File: src/rtl/operand_loader_pkg.sv
// Shared definitions for the operand loader and the (A+B)-(C+D) datapath it feeds.
package operand_loader_pkg;

    localparam int DP_OP_W  = 4;
    localparam int DP_RES_W = 5;
    localparam int NUM_OPS  = 4;

    typedef enum logic [1:0] {
        ST_LOAD   = 2'd0,
        ST_WAIT   = 2'd1,
        ST_RESULT = 2'd2,
        ST_CLEAR  = 2'd3
    } state_e;

endpackage

File: src/rtl/operand_loader_idx_decoder.sv
// Turns the operand slot index plus an accept strobe into the one-hot datapath store enable.
module operand_loader_idx_decoder
    import operand_loader_pkg::*;
(
    input  logic [1:0]         idx,
    input  logic               strobe,
    output logic [NUM_OPS-1:0] en
);

    always_comb begin
        en = '0;
        if (strobe) begin
            en[idx] = 1'b1;
        end
    end

endmodule

File: src/rtl/operand_loader.sv
// Sequences four nibbles into the datapath operand slots, waits for the full flag,
// hands the result downstream, then clears the datapath store flags.
//
// state     | meaning
// ST_LOAD   | accepting nibbles, steering each into slot A..D
// ST_WAIT   | all four stored, waiting (bounded) for dp_full
// ST_RESULT | out_valid held until downstream accepts
// ST_CLEAR  | one-cycle dp_clear pulse before the next set
module operand_loader
    import operand_loader_pkg::*;
#(
    parameter int OP_W     = DP_OP_W,
    parameter int RES_W    = DP_RES_W,
    parameter int WAIT_MAX = 3
) (
    input  logic               clock,
    input  logic               rst,
    input  logic               in_valid,
    input  logic [OP_W-1:0]    in_data,
    output logic               in_ready,
    output logic [OP_W-1:0]    dp_d_in,
    output logic [NUM_OPS-1:0] dp_en,
    output logic               dp_clear,
    input  logic               dp_full,
    input  logic [RES_W-1:0]   dp_result,
    output logic               out_valid,
    output logic [RES_W-1:0]   out_data,
    input  logic               out_ready,
    input  logic               abort,
    output logic               err
);

    localparam logic [1:0] WAIT_LAST = 2'(WAIT_MAX - 1);
    localparam logic [1:0] IDX_LAST  = 2'(NUM_OPS - 1);

    state_e           state_q, state_d;
    logic [1:0]       idx_q, idx_d;
    logic [1:0]       wait_cnt_q, wait_cnt_d;
    logic [RES_W-1:0] out_data_q, out_data_d;
    logic             out_valid_q, out_valid_d;
    logic             err_q, err_d;
    logic             accept;

    always_comb begin
        state_d     = state_q;
        idx_d       = idx_q;
        wait_cnt_d  = wait_cnt_q;
        out_data_d  = out_data_q;
        out_valid_d = out_valid_q;
        err_d       = err_q;
        in_ready    = 1'b0;
        dp_clear    = 1'b0;
        accept      = 1'b0;

        case (state_q)
            ST_LOAD: begin
                in_ready = 1'b1;
                if (in_valid) begin
                    accept = 1'b1;
                    idx_d  = idx_q + 2'd1;
                    if (idx_q == IDX_LAST) begin
                        state_d    = ST_WAIT;
                        idx_d      = 2'd0;
                        wait_cnt_d = 2'd0;
                    end
                end
            end
            ST_WAIT: begin
                if (dp_full) begin
                    out_data_d  = dp_result;
                    out_valid_d = 1'b1;
                    wait_cnt_d  = 2'd0;
                    state_d     = ST_RESULT;
                end else if (wait_cnt_q == WAIT_LAST) begin
                    // Datapath never reported full: flag it and drop this set.
                    err_d      = 1'b1;
                    wait_cnt_d = 2'd0;
                    state_d    = ST_CLEAR;
                end else begin
                    wait_cnt_d = wait_cnt_q + 2'd1;
                end
            end
            ST_RESULT: begin
                if (out_ready) begin
                    out_valid_d = 1'b0;
                    state_d     = ST_CLEAR;
                end
            end
            ST_CLEAR: begin
                dp_clear = 1'b1;
                idx_d    = 2'd0;
                state_d  = ST_LOAD;
            end
            default: state_d = ST_LOAD;
        endcase

        // Abort overrides whatever the state decided, including a pending accept or handshake.
        if (abort && state_q != ST_CLEAR) begin
            state_d     = ST_CLEAR;
            idx_d       = 2'd0;
            wait_cnt_d  = 2'd0;
            out_valid_d = 1'b0;
            out_data_d  = out_data_q;
            err_d       = err_q;
            in_ready    = 1'b0;
            accept      = 1'b0;
        end

        if (rst) begin
            in_ready = 1'b0;
            dp_clear = 1'b0;
            accept   = 1'b0;
        end
    end

    always_ff @(posedge clock) begin
        if (rst) begin
            state_q     <= ST_LOAD;
            idx_q       <= 2'd0;
            wait_cnt_q  <= 2'd0;
            out_data_q  <= '0;
            out_valid_q <= 1'b0;
            err_q       <= 1'b0;
        end else begin
            state_q     <= state_d;
            idx_q       <= idx_d;
            wait_cnt_q  <= wait_cnt_d;
            out_data_q  <= out_data_d;
            out_valid_q <= out_valid_d;
            err_q       <= err_d;
        end
    end

    operand_loader_idx_decoder u_idx_decoder (
        .idx    (idx_q),
        .strobe (accept),
        .en     (dp_en)
    );

    assign dp_d_in   = in_data;
    assign out_valid = out_valid_q;
    assign out_data  = out_data_q;
    assign err       = err_q;

endmodule
File: config.mk
export PLATFORM = sky130hd
export DESIGN_NAME = operand_loader
export DESIGN_NICKNAME = d
export VERILOG_FILES = /design/src/rtl/operand_loader_pkg.sv /design/src/rtl/operand_loader_idx_decoder.sv /design/src/rtl/operand_loader.sv
export SDC_FILE = /design/constraint.sdc
export NUM_CORES = 1
export LEC_CHECK = 0
export CAP_MARGIN = 20
export CORE_ASPECT_RATIO = 1.2
export CORE_MARGIN = 5
export CORE_UTILIZATION = 39
export DETAILED_ROUTE_END_ITERATION = 16
export MAX_ROUTING_LAYER = met4
export PLACE_DENSITY = 0.75
export SLEW_MARGIN = 20
export SYNTH_ARGS = -nofsm -noshare
export SYNTH_HDL_FRONTEND = slang
export SYNTH_SLANG_ARGS = --single-unit
File: constraint.sdc
create_clock -name clock -period 1.45 [get_ports clock]
set_input_delay 0.145 -clock clock [delete_from_list [all_inputs] [get_ports clock]]
set_output_delay 0.145 -clock clock [all_outputs]
set_load 0.01 [all_outputs]
==> impl_metrics.json, run 1 <==
{
  "outcome": "finished, violations left",
  "violations": "setup timing",
  "top_layer": "met4",
  "holdBufCountCts": 0,
  "yosys.area.top_type_share_pct": 30.10,
  "sequentialPower_mw": 0.496,
  "reg2reg_depth": 7,
  "syn_area_um2": 864.6,
  "grt_pass1_wl_mm": 4.015,
  "pre_cts_slack_ps": -431.9,
  "ant_nets": 0,
  "dp_hpwl_mm": 1.710,
  "cp-end-kind": "output pin",
  "power_density_nw_per_um2": 1414,
  "common_cells": "dfxtp_1, a21oi_1, ha_1",
  "topCellsByArea": "dfxtp_1, ha_1, a21oi_1",
  "ys_seq_share_pct": 30.10,
  "edf_count": 0,
  "top_cell": "dfxtp_1",
  "met3_usage_pct": 2.179,
  "root_buffer": "clkbuf_4",
  "drv_slew": 0,
  "rsz0062_at_grt": "true",
  "grt_use_met2_pct": 31.38,
  "crit_buf_inv": 3,
  "io_pins": 32,
  "busiest_layer": "met2",
  "pwr-share-comb_pct": 63.7,
  "reg2reg_to": "state_q[0]$_SDFFE_PP0P_",
  "crit_family": "flip-flops",
  "crit_path_max_fanout": 4,
  "final.setup.tns_ps": -674.1,
  "drc_errors": 0,
  "cp.depth": 7,
  "grt_use_met1_pct": 18.18,
  "layout_top_cell": "buf_4",
  "critPathLaunch": "state_q[1]$_SDFFE_PP0P_",
  "yosys_cells": 102,
  "grt_overflow": 0,
  "drt_iter0_markers": 22,
  "path_cells": "ha_4, nor2b_4, nor3_4, buf_6, buf_6, and2_4, buf_6",
  "maxCapViolCount": 0,
  "syn_to_final_growth_pct": 63.82,
  "setup_ws_ps": -211.6,
  "critPathMaxStageDelay_ps": 390,
  "holdCritStartpoint": "in_data[3]",
  "r2r-start": "state_q[1]$_SDFFE_PP0P_",
  "start_kind": "flop",
  "warnings": 34,
  "place_congestion": 0.7544,
  "setup-violations-final": 4,
  "async_flop_share_pct": 0,
  "crit_top_cell": "buf_6",
  "regToRegSetupSlack_ps": 0,
  "switchingPower_mw": 0.7469,
  "diodes": 0,
  "syn_inst": 102,
  "holdPathStages": 0,
  "lay_top_cells": "buf_4, clkdlybuf4s50_1, dfxtp_1",
  "syn_area_per_cell_um2": 8.476,
  "antenna_found_initial": 0,
  "cts_buffer_depth": 2,
  "fin_cells": 177,
  "nFillCells": 172,
  "num_vias": 925,
  "viasPerCell": 5.226,
  "min_path_type": "input port to output pin",
  "h-tree-depth": 1,
  "clock_sinks": 13,
  "dr.pass1.iters": 4,
  "met3_length_um": 114,
  "cts_tree": "done",
  "tightest_slew_ps": 219.1,
  "irDropWorstVdd_v": 0.0007889,
  "swShare_pct": 37.29,
  "yosys_warnings": 0,
  "cp_slowest_cell": "dfxtp_4",
  "relSlewSlack_pct": 85.30,
  "ys_types": 30,
  "pg_comb_mw": 1.28,
  "fp_util_pct": 41.28,
  "crit_required_ps": 1310
}
==> run 1: area by class of cell <==
cell class / instances / share of cell area, %
inverters: 6 / 1.767
repair buffers: 50 / 31.01
well taps: 30 / 2.650
flip-flops and latches: 13 / 18.90
multi-input cells: 74 / 43.82
clock buffers: 4 / 1.855
==> run 1: cells by family after synthesis <==
| group | synth area share [%] |
|---|---|
| AND/OR/NAND/NOR | 25.61 |
| AND-OR/OR-AND | 21.13 |
| buffers and inverters | 10.42 |
| flip-flops | 30.10 |
| adder cells (fa/ha/maj) | 11.58 |
| multiplexers | 1.158 |
==> run 1: sequential cells by signal, summed over array words and instances, names as in the netlist <==
register / cells
wait_cnt_q: 2
out_valid: 1
out_data: 5
state_q: 2
err: 1
idx_q: 2
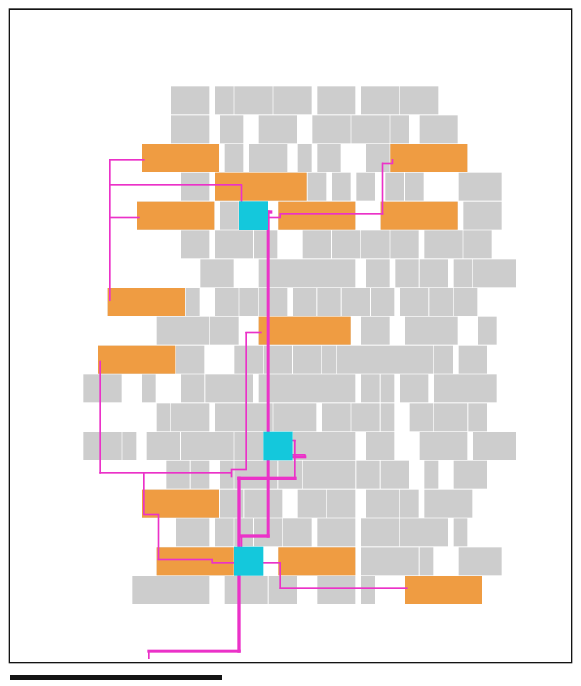
**Above:** run 1 (routed clock nets over the placement).
Scale bar: 20 um.
magenta -> clock wires  # length 209 um
cyan -> clock drivers  # count 3
orange -> flip-flops  # count 13
routed clock nets = 4
skew final: 8.284 ps
Clock power frac: 11.5%
clk_lat worst skew: 290 ps
Clk power: 0.230 mW

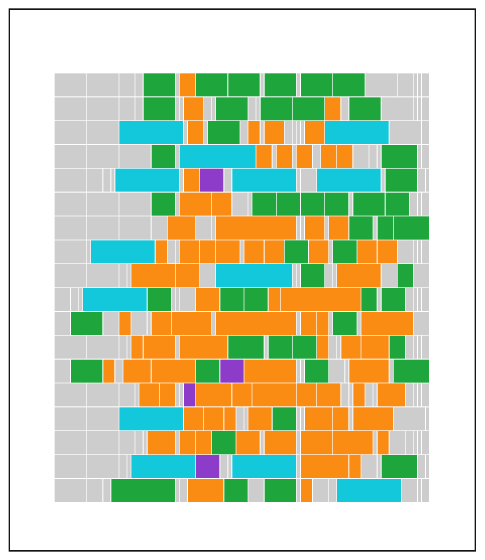
**Above:** run 1 (placement by cell class).
Fill, decap, tap and diode cells in gray.
purple -> clock drivers and dummy loads  # cells 4, share of their area 1.9%
green -> other buffers and delay cells  # cells 50, share of their area 32%
orange -> combinational and other logic  # cells 80, share of their area 47%
cyan -> flops  # cells 13, share of their area 19%
core area: 2095 um2
post-layout util: 67.62%
row count: 18
Final Cell Area: 1416 um2
Seq area share: 18.90%

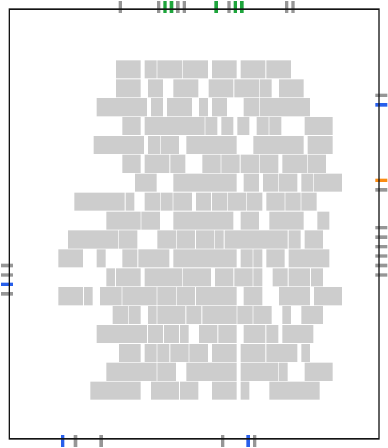
**Above:** run 1 (ports around the boundary).
Pins as bars across the die edge, other pins in gray.
green -> `dp_result`  # pins 5, direction input, edge top
orange -> `abort`  # pins 1, direction input, edge right
blue -> `in_data`  # pins 4, direction input, edge 2 bottom, 1 left, 1 right
all pins by edge = 12 top, 10 right, 6 bottom, 4 left
Die Width: 52.98 um
PortBufs: 23
Die H: 61.58 um

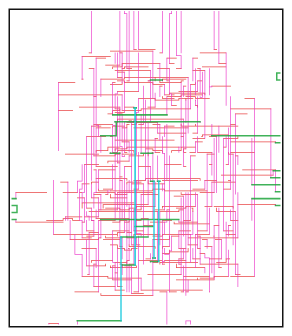
**Above:** run 1 (metal layers overlaid).
cyan -> metal 4  # wire length 77.5 um
magenta -> metal 2  # wire length 1430 um
green -> metal 3  # wire length 114 um
red -> metal 1  # wire length 977 um
GR Util All Layers: 17.33%
WL/cell: 14.67 um
WL final: 2.596 mm

**Run 1: placed standard cells**

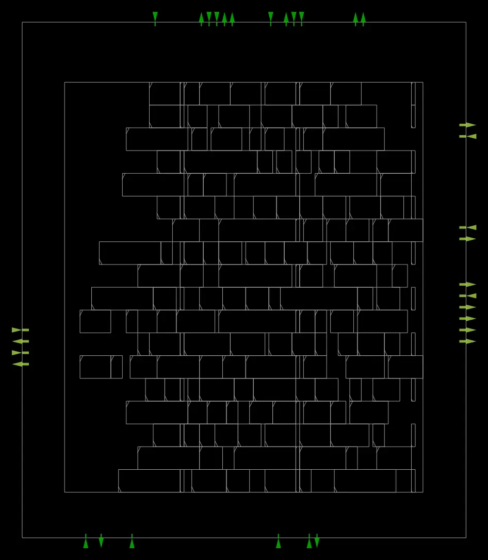

==> run 2: changes to the inputs <==
--- a/config.mk
+++ b/config.mk
@@ -6,12 +6,14 @@
 export NUM_CORES = 1
 export LEC_CHECK = 0
 export CAP_MARGIN = 20
+export CELL_PAD_IN_SITES_DETAIL_PLACEMENT = 0
+export CELL_PAD_IN_SITES_GLOBAL_PLACEMENT = 1
 export CORE_ASPECT_RATIO = 1.2
 export CORE_MARGIN = 5
-export CORE_UTILIZATION = 39
+export CORE_UTILIZATION = 28
 export DETAILED_ROUTE_END_ITERATION = 16
 export MAX_ROUTING_LAYER = met4
-export PLACE_DENSITY = 0.75
+export PLACE_DENSITY_LB_ADDON = 0.1
 export SLEW_MARGIN = 20
 export SYNTH_ARGS = -nofsm -noshare
 export SYNTH_HDL_FRONTEND = slang
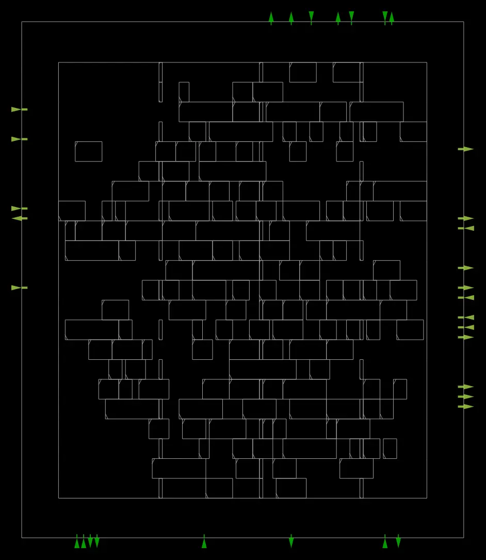
**Above:** run 2 (placed standard cells).
num tapcells: 36
fin cells: 181
fillers: 290

==> run 2 against run 1 <==
The run still ends with setup timing left. Non-clock buffer count decreased by 2. Flip-flop count is the same. Worst setup slack gained 89 ps. Maximum frequency up 5.7%. Routed wire length down 1.1%. Final cell count up 2.3%. Register-to-register slack lost 120 ps. Via count down 5.6%.
==> impl_metrics.json, run 2 <==
{
  "yosys_cells": 102,
  "syn_to_final_growth_pct": 66.86,
  "path_cells": "ha_4, nor2b_4, nor3_4, buf_4, and2_4, buf_6",
  "r2r-start": "state_q[0]$_SDFFE_PP0P_",
  "cp.depth": 6,
  "drv_slew": 0,
  "yosys.area_share.aoi_pct": 21.13,
  "relSlewSlack_pct": 88.30,
  "clock-skew-final_ps": 0.5422,
  "cts_tree": "done",
  "clock_latency_ps": 280,
  "outcome": "finished, violations left",
  "lay_top_cells": "buf_4, clkdlybuf4s50_1, dfxtp_1",
  "largest_reg_flops": 5,
  "topCellsByArea": "dfxtp_1, ha_1, a21oi_1",
  "warnings": 34,
  "holdPathStages": 0,
  "holdCritStartpoint": "in_data[3]",
  "violations": "setup timing",
  "async_flop_share_pct": 0,
  "top_cell": "dfxtp_1",
  "xor_share_pct": 0,
  "dr.pass1.iters": 4,
  "syn_area_per_cell_um2": 8.476,
  "syn_inst": 102,
  "avgRoutedWirePerCell_um": 14.19,
  "drc_errors": 0,
  "pre_cts_slack_ps": -452.3,
  "wl_mm": 2.568,
  "ys_types": 30,
  "cts_buffer_depth": 2,
  "irDropWorstVdd_v": 0.0006755,
  "busiest_layer": "met2",
  "reg2reg_depth": 7,
  "core_um2": 3028,
  "root_buffer": "clkbuf_4",
  "crit_family": "flip-flops",
  "simple_gate_share_pct": 25.62,
  "power_density_nw_per_um2": 1475,
  "antenna_found_initial": 0,
  "tightest_slew_ps": 172.1,
  "diodes": 0,
  "ant_nets": 0,
  "setup_ws_ps": -122.3,
  "maxCapViolCount": 0,
  "clock_sinks": 13,
  "critPathLaunch": "state_q[0]$_SDFFE_PP0P_",
  "netlist_logic_family_top": "simple AND/OR/NAND/NOR gates",
  "critPathMaxStageDelay_ps": 400,
  "grt_use_met2_pct": 19.14,
  "met3_length_um": 155,
  "fp_util_pct": 28.55,
  "rows": 22,
  "h-tree-depth": 1,
  "fin_area_um2": 1443,
  "ys_seq_share_pct": 30.10,
  "portBuffers": 23,
  "regToRegSetupSlack_ps": -120,
  "common_cells": "dfxtp_1, a21oi_1, ha_1",
  "crit_required_ps": 1310,
  "rsz0062_at_grt": "true",
  "grt_use_met1_pct": 13.66,
  "io_pins": 32,
  "edf_count": 0,
  "yosys_warnings": 0,
  "die_w_um": 60.73,
  "setup-violations-final": 10,
  "reg2reg_to": "wait_cnt_q[0]$_SDFFE_PP0P_",
  "crit_buf_inv": 2,
  "top_layer": "met4",
  "largest_area_cell": "dfxtp_1",
  "syn_area_um2": 864.6,
  "grt_overflow": 0,
  "adder_share_pct": 11.58,
  "crit_path_max_fanout": 4,
  "ys_sh_mux_pct": 1.158,
  "min_path_type": "input port to output pin",
  "met3_usage_pct": 3.285,
  "track_usage_pct": 11.95,
  "viasPerCell": 4.823,
  "drt_iter0_markers": 17,
  "dp_hpwl_mm": 1.782,
  "place_congestion": 0.7212,
  "cp-end-kind": "output pin"
}
[run 2: cell counts after synthesis]
Identical to the previous run, type by type.
[run 2: timing repair]
item                       4_1_cts  5_1_grt
resized                         45       27
hold buffers                     0        0
gates cloned                     0        0
buffers inserted                 1        8
setup endpoints to repair       15       14
pin swaps                        9       12
[run 2: power breakdown]
| part | switching [mW] | internal (mW) | total, mW |
|---|---|---|---|
| Combinational | 0.604 | 0.772 | 1.38 |
| Sequential | 0.0768 | 0.428 | 0.505 |
| Clock | 0.141 | 0.107 | 0.248 |
[run 2: final cells by class]
cell class	instances	area share, %
Multi-Input combinational cell	74	46.14
Clock buffer	4	1.821
Inverter	6	2.082
Sequential cell	13	18.56
Timing Repair Buffer	48	28.27
Tap cell	36	3.122
==> run 3: changes to the inputs <==
--- a/config.mk
+++ b/config.mk
@@ -5,7 +5,7 @@
 export SDC_FILE = /design/constraint.sdc
 export NUM_CORES = 1
 export LEC_CHECK = 0
-export CAP_MARGIN = 20
+export CAP_MARGIN = 10
 export CELL_PAD_IN_SITES_DETAIL_PLACEMENT = 0
 export CELL_PAD_IN_SITES_GLOBAL_PLACEMENT = 1
 export CORE_ASPECT_RATIO = 1.2
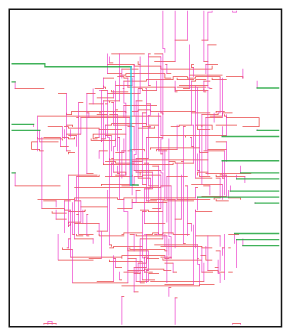
**Above:** run 3 (metal layers overlaid).
cyan -> metal 4  # wire length 26.5 um
green -> metal 3  # wire length 156 um
magenta -> metal 2  # wire length 1270 um
red -> metal 1  # wire length 1120 um
GR Util All Layers: 11.95%
WL final: 2.568 mm
routed via count: 873
WL/cell: 14.19 um

==> run 3 against run 2 <==
The run still ends with setup timing left. Critical path depth is the same. First-iteration DRC count is the same. Flip-flop count unchanged. Maximum frequency unchanged. Clock skew unchanged. Via count unchanged. Largest cell class unchanged. Combinational power about the same. Die area unchanged. Synthesized cell count unchanged. Routed wire length is the same. Clock power about the same. Area after synthesis did not move.
==> impl_metrics.json, run 3 <==
{
  "outcome": "finished, violations left",
  "violations": "setup timing",
  "clock_latency_ps": 280,
  "setup-violations-final": 10,
  "r2r-start": "state_q[0]$_SDFFE_PP0P_",
  "tightest_slew_ps": 172.1,
  "irDropWorstVdd_v": 0.0006755,
  "comb_area_share_pct": 46.14,
  "final.setup.tns_ps": -609.2,
  "antenna_found_initial": 0,
  "h-tree-depth": 1,
  "met3_length_um": 155,
  "reg2reg_to": "wait_cnt_q[0]$_SDFFE_PP0P_",
  "netlist_logic_family_top": "simple AND/OR/NAND/NOR gates",
  "buf_share_pct": 28.27,
  "root_buffer": "clkbuf_4",
  "grt_use_met2_pct": 19.14,
  "crit_required_ps": 1310,
  "syn_to_final_growth_pct": 66.86,
  "layout_top_cell": "buf_4",
  "async_flop_share_pct": 0,
  "ys_sh_mux_pct": 1.158,
  "met3_usage_pct": 3.285,
  "lay_top_cells": "buf_4, clkdlybuf4s50_1, dfxtp_1",
  "viasPerCell": 4.823,
  "simple_gate_share_pct": 25.62,
  "busiest_layer": "met2",
  "critPathLaunch": "state_q[0]$_SDFFE_PP0P_",
  "seqAreaFraction_pct": 18.56,
  "drv_slew": 0,
  "min_path_type": "input port to output pin",
  "largest_reg_flops": 5,
  "xor_share_pct": 0,
  "syn_area_per_cell_um2": 8.476,
  "seq_power_share_pct": 23.7,
  "maxCapViolCount": 0,
  "num-multi-input-gates": 74,
  "rsz0062_at_grt": "true",
  "edf_count": 0,
  "setup_ws_ps": -122.3,
  "pwr-share-comb_pct": 64.6,
  "fp_util_pct": 28.55,
  "ys_seq_share_pct": 30.10,
  "dr.pass1.iters": 4,
  "drc_errors": 0,
  "diodes": 0,
  "cp-end-kind": "output pin",
  "yosys.area.top_type_share_pct": 30.10,
  "die_h_um": 70.87,
  "core_um2": 3028,
  "top_cell": "dfxtp_1",
  "nFillCells": 290,
  "power_clock_mw": 0.248,
  "die_w_um": 60.73,
  "fin_area_um2": 1443,
  "syn_area_um2": 864.6,
  "topCellsByArea": "dfxtp_1, ha_1, a21oi_1",
  "pre_cts_slack_ps": -452.3,
  "relSlewSlack_pct": 88.30,
  "regToRegSetupSlack_ps": -120,
  "cts_tree": "done",
  "clock-skew-final_ps": 0.5422,
  "yosys.area_share.aoi_pct": 21.13,
  "non_clock_buffer_count": 48,
  "tap_cells": 36,
  "dp_hpwl_mm": 1.782,
  "ys_types": 30,
  "crit_path_max_fanout": 4,
  "largest_area_cell": "dfxtp_1",
  "syn_inst": 102,
  "finalCoreUtilization_pct": 47.64,
  "drt_iter0_markers": 17,
  "adder_share_pct": 11.58,
  "dominant-cell-class": "combinational gates",
  "fin_cells": 181,
  "grt_pass1_wl_mm": 3.698,
  "warnings": 34,
  "p_int_mw": 1.306,
  "io_pins": 32,
  "start_kind": "flop",
  "place_congestion": 0.7212
}
==> run 3: critical path: stages (launching register included) <==
cell	delay, ps
dfxtp_4	400
ha_4	160
nor2b_4	40
nor3_4	190
buf_4	140
and2_4	120
buf_6	90
==> run 3: worst min path at each step <==
| stage | startpoint | end | cells past startpoint |
|---|---|---|---|
| floorplan | dp_result[0] | out_data[0]$_SDFFE_PP0P_ | 2 |
| global placement | in_data[2] | dp_d_in[2] | 0 |
| detailed placement | in_data[2] | dp_d_in[2] | 0 |
| CTS | in_data[2] | dp_d_in[2] | 0 |
| global route | in_data[1] | dp_d_in[1] | 0 |
| finish | in_data[3] | dp_d_in[3] | 0 |
==> run 3: repair_timing <==
item,4_1_cts,5_1_grt
buffers inserted,1,8
endpoints found under the setup margin,15,14
gates resized,45,27
pin swaps,9,12
hold buffers,0,0
Power is estimated from default activity; no workload was simulated.
